===== config.mk =====
export PLATFORM = sky130hd
export DESIGN_NAME = laundry_water_arbiter_flat
export DESIGN_NICKNAME = d
export VERILOG_FILES = /design/src/rtl/laundry_water_arbiter_if.sv /design/src/rtl/laundry_water_arbiter.sv /design/src/flat_wrapper.sv
export SDC_FILE = /design/constraint.sdc
export NUM_CORES = 1
export LEC_CHECK = 0
export CELL_PAD_IN_SITES_DETAIL_PLACEMENT = 1
export CELL_PAD_IN_SITES_GLOBAL_PLACEMENT = 1
export CORE_MARGIN = 4
export CORE_UTILIZATION = 39
export CTS_CLUSTER_DIAMETER = 80
export DETAILED_ROUTE_END_ITERATION = 6
export HOLD_SLACK_MARGIN = 0.12
export PLACE_DENSITY_LB_ADDON = 0.05
export RECOVER_POWER = 25
export SETUP_SLACK_MARGIN = 0.02
export SYNTH_ARGS = -nofsm -noshare
export SYNTH_HDL_FRONTEND = slang
export SYNTH_SLANG_ARGS = --single-unit

===== constraint.sdc =====
create_clock -name clk -period 2.5 [get_ports clk]
set_clock_uncertainty 0.1 [all_clocks]
set_input_delay 0.625 -clock clk [delete_from_list [all_inputs] [get_ports clk]]
set_output_delay 0.625 -clock clk [all_outputs]
set_load 0.02 [all_outputs]

===== src/rtl/laundry_water_arbiter_if.sv =====
// laundry_water_arbiter_if
// Groups the machine-side signals of the shared water inlet arbiter.
//   fill_req          : per-machine request for water (machine fill valve open)
//   water_filled      : per-machine level-reached indication
//   fault_clear       : per-machine one-cycle pulse clearing that machine's fault
//   fill_grant        : one-hot grant, all zero when nothing is granted
//   supply_valve_open : main inlet valve, high only while a grant is active
//   grant_id          : index of the granted machine, held while idle
//   timeout_fault     : sticky per-machine fill-timeout flags
//   busy              : high while the arbiter is granting or in its release gap
// The master modport is the machine/controller side; the slave modport is the arbiter.
interface laundry_water_arbiter_if;
  logic [3:0] fill_req;
  logic [3:0] water_filled;
  logic [3:0] fault_clear;
  logic [3:0] fill_grant;
  logic       supply_valve_open;
  logic [1:0] grant_id;
  logic [3:0] timeout_fault;
  logic       busy;

  modport master (
    output fill_req, water_filled, fault_clear,
    input  fill_grant, supply_valve_open, grant_id, timeout_fault, busy
  );

  modport slave (
    input  fill_req, water_filled, fault_clear,
    output fill_grant, supply_valve_open, grant_id, timeout_fault, busy
  );
endinterface


===== src/rtl/laundry_water_arbiter.sv =====
// laundry_water_arbiter
// Round-robin arbiter handing one shared water inlet to one of four machines at a
// time. A grant lasts until the machine is full or withdraws its request, or until
// MAX_FILL cycles have passed, in which case the machine is flagged with a sticky
// timeout fault and excluded from arbitration until its fault is cleared. Every
// grant is followed by GAP inlet-closed cycles.
// Ports:
//   clk   : single clock, all logic on the rising edge
//   reset : synchronous, active-high reset
//   bus   : machine-side signals (see laundry_water_arbiter_if)
module laundry_water_arbiter #(
  parameter int N_MACH   = 4,
  parameter int MAX_FILL = 64,
  parameter int GAP      = 2
) (
  input  logic                    clk,
  input  logic                    reset,
  laundry_water_arbiter_if.slave  bus
);

  localparam logic [7:0] FILL_LAST = 8'(MAX_FILL - 1);
  localparam logic [3:0] GAP_LAST  = 4'(GAP - 1);

  typedef enum logic [1:0] {
    IDLE    = 2'd0,
    GRANT   = 2'd1,
    RELEASE = 2'd2
  } state_t;

  state_t      state, state_nx;
  logic [3:0]  fill_grant, fill_grant_nx;
  logic [1:0]  grant_id, grant_id_nx;
  logic [1:0]  rr_ptr, rr_ptr_nx;
  logic [7:0]  fill_cnt, fill_cnt_nx;
  logic [3:0]  gap_cnt, gap_cnt_nx;
  logic [3:0]  timeout_fault;
  logic [3:0]  fault_set;

  logic [N_MACH-1:0] eligible;
  logic              found;
  logic [1:0]        winner;
  logic [1:0]        idx;
  logic              normal_release;

  assign eligible = bus.fill_req & ~bus.water_filled & ~timeout_fault;

  // Round-robin search: first eligible machine at or after rr_ptr, wrapping.
  always_comb begin
    found  = 1'b0;
    winner = '0;
    idx    = '0;
    for (int k = 0; k < 4; k++) begin
      idx = rr_ptr + 2'(k);
      if (!found && eligible[idx]) begin
        found  = 1'b1;
        winner = idx;
      end
    end
  end

  assign normal_release = bus.water_filled[grant_id] || !bus.fill_req[grant_id];

  // Next-state logic. A normal release on the last fill cycle wins over the
  // timeout, so a machine that fills just in time is never faulted.
  always_comb begin
    state_nx      = state;
    fill_grant_nx = fill_grant;
    grant_id_nx   = grant_id;
    rr_ptr_nx     = rr_ptr;
    fill_cnt_nx   = fill_cnt;
    gap_cnt_nx    = gap_cnt;
    fault_set     = '0;
    unique case (state)
      IDLE: begin
        if (found) begin
          state_nx      = GRANT;
          fill_grant_nx = 4'b0001 << winner;
          grant_id_nx   = winner;
          rr_ptr_nx     = winner + 2'd1;
          fill_cnt_nx   = '0;
        end
      end
      GRANT: begin
        if (normal_release) begin
          state_nx      = RELEASE;
          fill_grant_nx = '0;
          gap_cnt_nx    = '0;
        end else if (fill_cnt == FILL_LAST) begin
          state_nx            = RELEASE;
          fill_grant_nx       = '0;
          gap_cnt_nx          = '0;
          fault_set[grant_id] = 1'b1;
        end else begin
          fill_cnt_nx = fill_cnt + 8'd1;
        end
      end
      RELEASE: begin
        if (gap_cnt == GAP_LAST) begin
          state_nx = IDLE;
        end else begin
          gap_cnt_nx = gap_cnt + 4'd1;
        end
      end
      default: begin
        state_nx      = IDLE;
        fill_grant_nx = '0;
      end
    endcase
  end

  // State and output registers. Reset closes the valve immediately, with no gap.
  // A new fault set in the same cycle as its clear pulse stays set.
  always_ff @(posedge clk) begin
    if (reset) begin
      state         <= IDLE;
      fill_grant    <= '0;
      grant_id      <= '0;
      rr_ptr        <= '0;
      fill_cnt      <= '0;
      gap_cnt       <= '0;
      timeout_fault <= '0;
    end else begin
      state         <= state_nx;
      fill_grant    <= fill_grant_nx;
      grant_id      <= grant_id_nx;
      rr_ptr        <= rr_ptr_nx;
      fill_cnt      <= fill_cnt_nx;
      gap_cnt       <= gap_cnt_nx;
      timeout_fault <= (timeout_fault & ~bus.fault_clear) | fault_set;
    end
  end

  assign bus.fill_grant        = fill_grant;
  assign bus.supply_valve_open = |fill_grant;
  assign bus.grant_id          = grant_id;
  assign bus.timeout_fault     = timeout_fault;
  assign bus.busy              = (state != IDLE);

endmodule

===== src/flat_wrapper.sv =====
// flat-port wrapper written by rule: the top's interface ports become plain ports
module laundry_water_arbiter_flat 
#(
  parameter int N_MACH   = 4,
  parameter int MAX_FILL = 64,
  parameter int GAP      = 2
)
  (clk, reset, bus_fill_req, bus_water_filled, bus_fault_clear, bus_fill_grant, bus_supply_valve_open, bus_grant_id, bus_timeout_fault, bus_busy);
  laundry_water_arbiter_if bus_i ();
  input  logic clk;
  input  logic reset;
  input wire logic [$bits(bus_i.fill_req)-1:0] bus_fill_req;
  input wire logic [$bits(bus_i.water_filled)-1:0] bus_water_filled;
  input wire logic [$bits(bus_i.fault_clear)-1:0] bus_fault_clear;
  output wire logic [$bits(bus_i.fill_grant)-1:0] bus_fill_grant;
  output wire logic [$bits(bus_i.supply_valve_open)-1:0] bus_supply_valve_open;
  output wire logic [$bits(bus_i.grant_id)-1:0] bus_grant_id;
  output wire logic [$bits(bus_i.timeout_fault)-1:0] bus_timeout_fault;
  output wire logic [$bits(bus_i.busy)-1:0] bus_busy;
  assign bus_i.fill_req = bus_fill_req;
  assign bus_i.water_filled = bus_water_filled;
  assign bus_i.fault_clear = bus_fault_clear;
  assign bus_fill_grant = bus_i.fill_grant;
  assign bus_supply_valve_open = bus_i.supply_valve_open;
  assign bus_grant_id = bus_i.grant_id;
  assign bus_timeout_fault = bus_i.timeout_fault;
  assign bus_busy = bus_i.busy;
  laundry_water_arbiter #(.N_MACH(N_MACH), .MAX_FILL(MAX_FILL), .GAP(GAP)) u_core (.clk(clk), .reset(reset), .bus(bus_i));
endmodule

**Run 1: clock network drawn from the DEF**

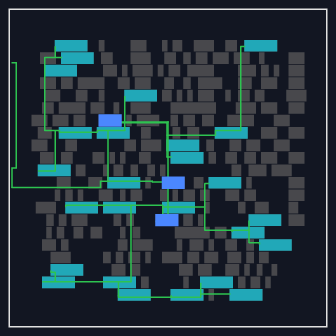
Key: flip-flops = cyan [count 26]; clock wires = green [length 368 um]; clock drivers = blue [count 3]
There are 4 routed clock nets.

**Run 1: signal wires on met3**

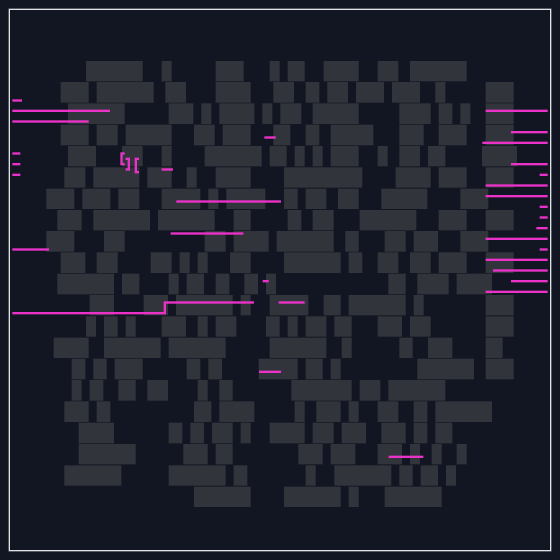
The longest straight run is 19.3 um. The layer holds 4.6% of the routed length. The layer carries 178 um of wire. The wires run mostly horizontal.

==> qor_table.md, run 1 <==
| Quantity | This run | Unit |
| --- | --- | --- |
| Result of the run | finished clean | - |
| Min-delay src | u_core.fill_cnt[5]$_SDFFE_PP0P_ | - |
| Average instance area after synthesis | 8.85 | um2 |
| Number of synthesized register bits | 26 | - |
| Tally of filler cells in the layout | 406 | - |
| Number of violations reported at the end of detailed-routing iteration 0 | 74 | - |
| Num CTS Buffers | 3 | - |
| Antenna violations before repair | 0 | - |
| Count of final max-slew check failures | 0 | - |
| Clock Tree Root | clkbuf_8 | - |
| Dominant synthesized flop cell | dfxtp_1 | - |
| Synth top cells by count | 26 x dfxtp_1, 14 x a21oi_1, 13 x inv_1, 13 x nor2_1, 8 x nand2_1 | - |
| Buffers added on ports | 25 | - |
| Min setup slack post-route | 85.1 | ps |
| Data arrival time of the critical path | 1690 | ps |
| Final weighted congestion in routability-driven placement | 0.806 | - |
| Max-cap violations | 0 | - |
| GRT Residual Overflow | 0 | - |
| Total setup violations reported at the end of the flow | 0 | - |
| Via/cell ratio | 5.46 | - |
| Top cell type by total area after synthesis | dfxtp_1 | - |
**Run 1: drive-strength map**

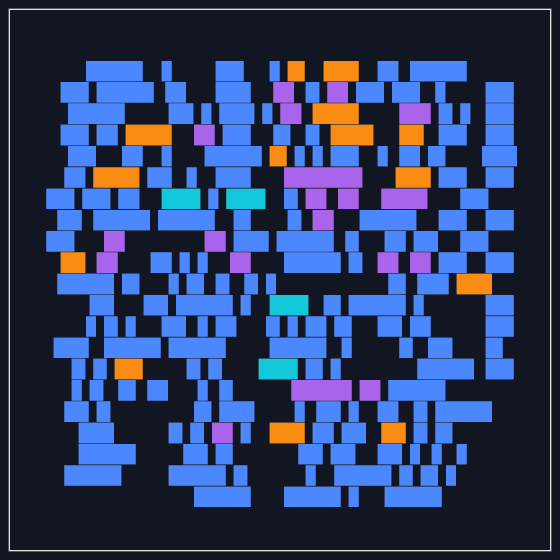
Key: _6 and larger = cyan [cells 4, most used clkbuf_8]; _2 cells = orange [cells 14, most used nor3b_2]; _3 and _4 cells = purple [cells 19, most used buf_4]; _0 and _1 cells = blue [cells 167, most used dfxtp_1]

**Run 1: gate families picked out**

The bar under the picture is 20 um long.
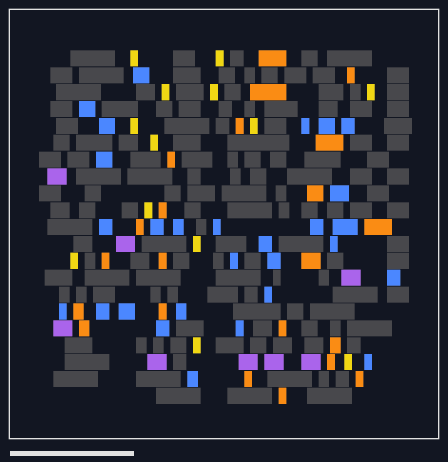
Key: XOR/XNOR gates = purple [cells 8]; inverters = yellow [cells 13]; NAND gates = blue [cells 28]; NOR gates = orange [cells 22]

run 1: power by group:
part / total, W / switching, W / internal, W
logic: 0.000294 / 0.000152 / 0.000142
clock network: 0.000278 / 0.000136 / 0.000141
registers: 0.000470 / 0.0000324 / 0.000438
run 1: placed cells by master, fill, tap and decap left out, types with 2 or more instances in the layout:
cell / n
or4_1: 2
nor3_1: 3
xor2_1: 6
xnor2_1: 2
nor3b_2: 3
nand3b_1: 6
nand2_1: 8
o21ai_0: 5
or3_1: 3
and2_1: 2
inv_1: 13
dfxtp_1: 26
a21oi_1: 14
or3b_2: 2
buf_4: 15
nand4_1: 3
o2111ai_1: 2
or2_2: 2
nand3_1: 3
ha_1: 7
nand2b_1: 6
dlygate4sd3_1: 6
clkdlybuf4s50_1: 18
o32ai_2: 2
mux2i_1: 2
o32ai_1: 4
nor2_1: 13
clkbuf_8: 4
run 1: cell type report:
type | instances | area (um2) | share of cell area (%)
flip-flops and latches | 26 | 520 | 26.6
well taps | 46 | 57.6 | 2.94
clock buffers | 4 | 55.1 | 2.81
inverters | 13 | 48.8 | 2.49
repair buffers | 41 | 369 | 18.8
multi-input cells | 120 | 908 | 46.4
run 1: worst max-delay path by stage:
stage	start	cells past startpoint	endpoint
CTS	bus_fill_req[1]	8	u_core.bus.fill_grant[3]$_SDFFE_PP0P_
floorplan	bus_water_filled[2]	7	u_core.rr_ptr[1]$_SDFFE_PP0P_
global placement	bus_fill_req[1]	8	u_core.bus.fill_grant[3]$_SDFFE_PP0P_
finish	u_core.bus.fill_grant[3]$_SDFFE_PP0P_	2	bus_supply_valve_open
global route	bus_fill_req[1]	8	u_core.bus.fill_grant[3]$_SDFFE_PP0P_
detailed placement	bus_fill_req[1]	8	u_core.bus.fill_grant[3]$_SDFFE_PP0P_
run 1: through the flow:
stage | util, % | cell area [um2]
floorplan | - | 1450
global placement | 53.4 | 1850
detailed placement | 53.4 | 1850
CTS | 55.0 | 1910
global route | 56.5 | 1960
finish | 56.5 | 1960
run 1: state kept, by name, indices dropped and copies added (netlist names):
name / cells
u_core.fill_cnt: 8
u_core.bus.fill_grant: 4
u_core.bus.timeout_fault: 4
u_core.gap_cnt: 4
u_core.bus.grant_id: 2
u_core.rr_ptr: 2
u_core.state: 2
run 1: worst max-delay path, stage by stage (launching register included):
cell and delay [ps]:
dfxtp_1 340, or4_1 520, clkdlybuf4s50_1 550
run 1: timing repair:
| item | CTS | global route |
|---|---|---|
| hold buffers | 0 | 0 |
| resized | 0 | 9 |
| setup endpoints to repair | 0 | 7 |
run 1: logic make-up after synthesis:
logic type	after synthesis	share of synthesized area, %
adder cells (fa/ha/maj)	7	6.03
XOR/XNOR	8	4.83
multiplexers	2	1.38
AND-OR/OR-AND	38	19.6
buffers and inverters	18	5.26
flip-flops	26	35.9
AND/OR/NAND/NOR	65	27.1
run 1: metal layers:
| metal | wire length (um) | share of wire (%) | vias up | track usage (%) |
|---|---|---|---|---|
| met5 | 0 | 0 | - | 0 |
| met4 | 76 | 2.0 | 0 | 5.86 |
| met3 | 178 | 4.6 | 9 | 4.65 |
| met2 | 1850 | 48 | 38 | 27.6 |
| met1 | 1740 | 45 | 653 | 20.5 |
| li1 | - | - | 664 | - |
==> run 2: changes to the inputs <==
Settings changed: CELL_PAD_IN_SITES_GLOBAL_PLACEMENT 1 to 2, CORE_MARGIN 4 to not set, CORE_UTILIZATION 39 to 31.
**Run 2: clock network drawn from the DEF**

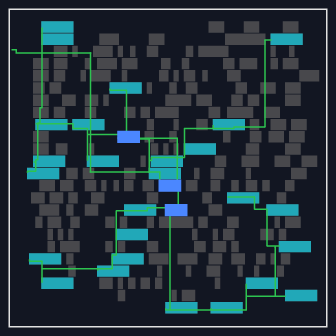
Key: clock wires = green [length 385 um]; flip-flops = cyan [count 26]; clock drivers = blue [count 3]
There are 4 routed clock nets.

**Run 2: routing congestion map**

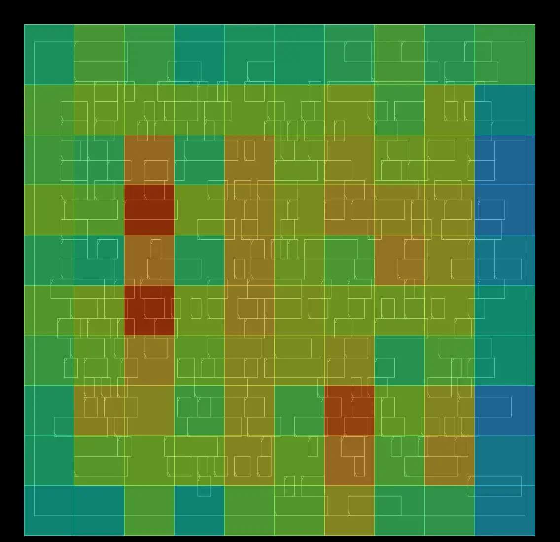
final core utilization: 43.4%
overall fraction of global-route tracks in use: 15.6%

==> run 2 against run 1 <==
Net effect: combinational power is 6% lower; die size grew 4.2%; routed wire length is 5.9% lower; maximum frequency increased by 0.85%; final cell count increased by 1.2%; critical path depth grew 6; synthesized cell count is the same; clock-buffer cell count decreased by 1; first-iteration DRC count shrank 58%; critical path type is now input pin to register; critical endpoint is now u_core.bus.fill_grant[3]$_SDFFE_PP0P_; largest cell class unchanged; largest power group unchanged; highest routed layer unchanged.
==> qor_table.md, run 2 <==
| Quantity | This run | Unit |
| --- | --- | --- |
| Switching pwr | 0.000301 | W |
| Top cell type by total area after synthesis | dfxtp_1 | - |
| GRT Residual Overflow | 0 | - |
| Tally of filler cells in the layout | 515 | - |
| Proportion of power drawn by flip-flops and latches | 47.9 | % |
| Synth top cells by count | 26 x dfxtp_1, 14 x a21oi_1, 13 x inv_1, 13 x nor2_1, 8 x nand2_1 | - |
| Switch share | 30.6 | % |
| Antenna violations before repair | 0 | - |
| Min-delay src | u_core.fill_cnt[1]$_SDFFE_PP0P_ | - |
| Logic pwr share | 27.9 | % |
| Most numerous logic cells after layout | 26 x dfxtp_1, 18 x clkdlybuf4s50_1, 14 x a21oi_1 | - |
| Reg area | 520 | um2 |
| Critical Path, Cell by Cell | clkdlybuf4s50_1, or3b_2, o21bai_4, o221ai_2, inv_1, ha_1, inv_1, o32ai_1 | - |
| Dominant synthesized flop cell | dfxtp_1 | - |
| Biggest cell delay along the critical path | 500 | ps |
| Number of violations reported at the end of detailed-routing iteration 0 | 31 | - |
| Number of flip-flops in the largest register | 8 | - |
| Result of the run | finished clean | - |
| Count of final max-slew check failures | 0 | - |
| Worst path slowest cell | clkdlybuf4s50_1 | - |
| Average instance area after synthesis | 8.85 | um2 |
| Max-cap violations | 0 | - |
| Clock Tree Root | clkbuf_8 | - |
| Via/cell ratio | 5.25 | - |
| Data arrival time of the critical path | 2470 | ps |
| Cell internal power dissipation | 0.000682 | W |
==> run 2: cell types whose count changed in the layout (fill, tap and decap cells not counted), moves of 2 or more <==
cell	before	now
buf_4	15	13
o32ai_2	2	0
nor3b_1	1	4
nor3b_2	3	0
o32ai_1	4	6
==> run 2: worst max path at each step <==
| stage | from | to | slack (ps) | depth (start not counted) |
|---|---|---|---|---|
| after floorplan | bus_water_filled[2] | u_core.rr_ptr[1]$_SDFFE_PP0P_ | 330 | 7 |
| after global placement | bus_fill_req[1] | u_core.bus.fill_grant[3]$_SDFFE_PP0P_ | -180 | 8 |
| after detailed placement | bus_fill_req[1] | u_core.bus.fill_grant[3]$_SDFFE_PP0P_ | -250 | 8 |
| after CTS | bus_fill_req[1] | u_core.bus.fill_grant[3]$_SDFFE_PP0P_ | 50 | 8 |
| after global routing | bus_fill_req[2] | u_core.bus.fill_grant[3]$_SDFFE_PP0P_ | 10 | 9 |
| final | bus_fill_req[1] | u_core.bus.fill_grant[3]$_SDFFE_PP0P_ | 110 | 8 |
==> run 2: per-layer routing <==
metal	GRT usage [%]	part of all wire [%]
met1	20.5	48
met2	25.3	46
met3	3.75	4.7
met4	4.67	1.0
met5	0	0
==> run 2: power by group through the flow <==
stage	combinational (W)	sequential [W]	clock, W
after floorplan	0.000152	0.000479	0
after global placement	0.000266	0.000479	0
after detailed placement	0.000271	0.000480	0
after CTS	0.000276	0.000471	0.000253
after global routing	0.000302	0.000476	0.000271
final	0.000275	0.000471	0.000238
==> run 2: worst max-delay path: cells and delay by family <==
kind | cells | cell delay [ps]
AOI/OAI and AO/OA | 3 | 550
buffers and inverters | 3 | 640
and+or+nand+nor | 1 | 500
adders and majority gates | 1 | 160
==> run 2: per-stage QoR <==
step	worst slack, ps	area [um2]
3_3_place_gp	-175	1840
4_1_cts	52.7	1890
3_5_place_dp	-246	1840
6_report	106	1920
5_1_grt	10.1	1920
2_1_floorplan	325	1450
==> run 2: layout make-up <==
class / count / share of cell area, %
multi-input cells: 120 / 46.3
flip-flops and latches: 26 / 27.2
repair buffers: 39 / 18.5
well taps: 52 / 3.39
inverters: 13 / 2.55
clock buffers: 3 / 2.15
==> run 2: cell families (layout without fill, tap and decap cells) <==
logic type,after synthesis,count (layout),synth area share (%)
mux,2,2,1.38
simple gates,65,65,27.1
xor+xnor,8,8,4.83
compound gates,38,38,19.6
flops,26,26,35.9
buf+inv,18,55,5.26
fa+ha+maj,7,7,6.03
==> run 2: what timing repair did <==
action / 4_1_cts / 5_1_grt
pin swaps: 0 / 1
hold buffers: 0 / 0
resized: 1 / 5
setup endpoints to repair: 1 / 5
setup buffers: 0 / 0
==> run 3: changes to the inputs <==
Settings changed: CORE_UTILIZATION 31 to 30.
**Run 3: clock network drawn from the DEF**

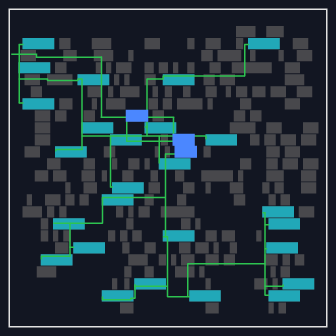
Key: clock drivers = blue [count 3]; clock wires = green [length 383 um]; flip-flops = cyan [count 26]
There are 4 routed clock nets. Position of the flops: widely spread.

**Run 3: routing congestion map**

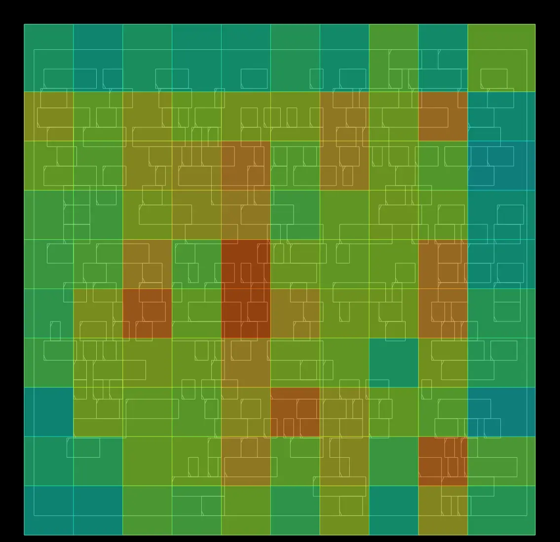
M3 GR Usage: 3.38%
final core utilization: 43.0%

==> run 3 against run 2 <==
Net effect: non-clock buffer count increased by 1; register-to-register slack worse by 90 ps; die size grew 3.2%; clock power is 3% higher; setup slack improved by 5.5 ps; hold slack lost 9.3 ps; area after synthesis unchanged; total power is 1.8% higher; flip-flop count stayed put.
==> qor_table.md, run 3 <==
| Quantity | This run | Unit |
| --- | --- | --- |
| Result of the run | finished clean | - |
| Number of synthesized register bits | 26 | - |
| GRT met2 Usage | 26.2 | % |
| Antenna violations before repair | 0 | - |
| Top reg by flops | u_core.fill_cnt | - |
| Total setup violations reported at the end of the flow | 0 | - |
| Biggest cell delay along the critical path | 550 | ps |
| Hold buffer count at cts | 0 | - |
| Max-cap violations | 0 | - |
| Number of violations reported at the end of detailed-routing iteration 0 | 35 | - |
| Dominant synthesized flop cell | dfxtp_1 | - |
| Most crowded layer after global routing | met2 | - |
| Synth top cells by count | 26 x dfxtp_1, 14 x a21oi_1, 13 x inv_1, 13 x nor2_1, 8 x nand2_1 | - |
| GRT Residual Overflow | 0 | - |
| Number of buffers added for setup after CTS | 0 | - |
| Overall fraction of global-route tracks in use | 16.0 | % |
| Highest-count logic cell in the final layout | dfxtp_1 | - |
| Average instance area after synthesis | 8.85 | um2 |
| Worst path slowest cell | clkdlybuf4s50_1 | - |
| Data arrival time of the critical path | 1660 | ps |
| Top cell type by total area after synthesis | dfxtp_1 | - |
| Clock Tree Root | clkbuf_8 | - |
## run 3: cell counts after synthesis
No cell type changed its count.
## run 3: cell families after synthesis
logic type               after synthesis  share of synthesized area, %
AND-OR/OR-AND                         38                          19.6
XOR/XNOR                               8                          4.83
adder cells (fa/ha/maj)                7                          6.03
buffers and inverters                 18                          5.26
flip-flops                            26                          35.9
multiplexers                           2                          1.38
AND/OR/NAND/NOR                       65                          27.1
## run 3: layout make-up
cell class,instances,area [um2]
inverters,13,48.8
well taps,52,65.1
repair buffers,40,374
fillers,519,2570
flip-flops and latches,26,520
multi-input cells,120,888
clock buffers,3,41.3
## run 3: power by group
| part | switching (W) | leakage (nW) | internal, W |
|---|---|---|---|
| clock network | 0.000137 | 0.0216 | 0.000108 |
| logic | 0.000141 | 0.493 | 0.000142 |
| registers | 0.0000346 | 0.211 | 0.000438 |
## run 3: path summary, 6_finish.rpt
kind	startpoint	endpoint	slack, ps	depth (start not counted)
max	u_core.bus.fill_grant[3]$_SDFFE_PP0P_	bus_supply_valve_open	110	2
min	u_core.bus.timeout_fault[2]$_SDFF_PP0_	u_core.bus.timeout_fault[2]$_SDFF_PP0_	390	2
max reg2reg	u_core.fill_cnt[0]$_SDFFE_PP0P_	u_core.bus.fill_grant[0]$_SDFFE_PP0P_	350	6
min reg2reg	u_core.bus.timeout_fault[2]$_SDFF_PP0_	u_core.bus.timeout_fault[2]$_SDFF_PP0_	390	2
## run 3: layer usage
metal  part of all wire, %  wire, um  vias to the layer above
li1                      -         -                      666
met1                    50      1910                      612
met2                    45      1720                       27
met3                   4.3       163                        2
met4                  0.34        13                        0
met5                     0         0                        -
## run 3: worst reg2reg max path, stage by stage, from the launching register on
cell      delay, ps
dfxtp_1         390
ha_1            210
and4bb_2        260
nand2_1         180
o21a_1          210
a21boi_0        480
o32ai_1         180
## run 3: what timing repair did
action / in CTS / in global routing
endpoints found under the hold margin: 0 / 0
gates resized: 0 / 6
setup endpoints to repair: 0 / 5
## run 3: through the flow
stage / worst slack, ps / total power (W) / area (um2)
global placement: -192 / 0.000753 / 1860
global route: 27.4 / 0.00106 / 1940
finish: 111 / 0.00100 / 1940
floorplan: 325 / 0.000632 / 1450
CTS: 55.0 / 0.00101 / 1910
detailed placement: -210 / 0.000761 / 1860
Power is estimated from default activity; no workload was simulated.
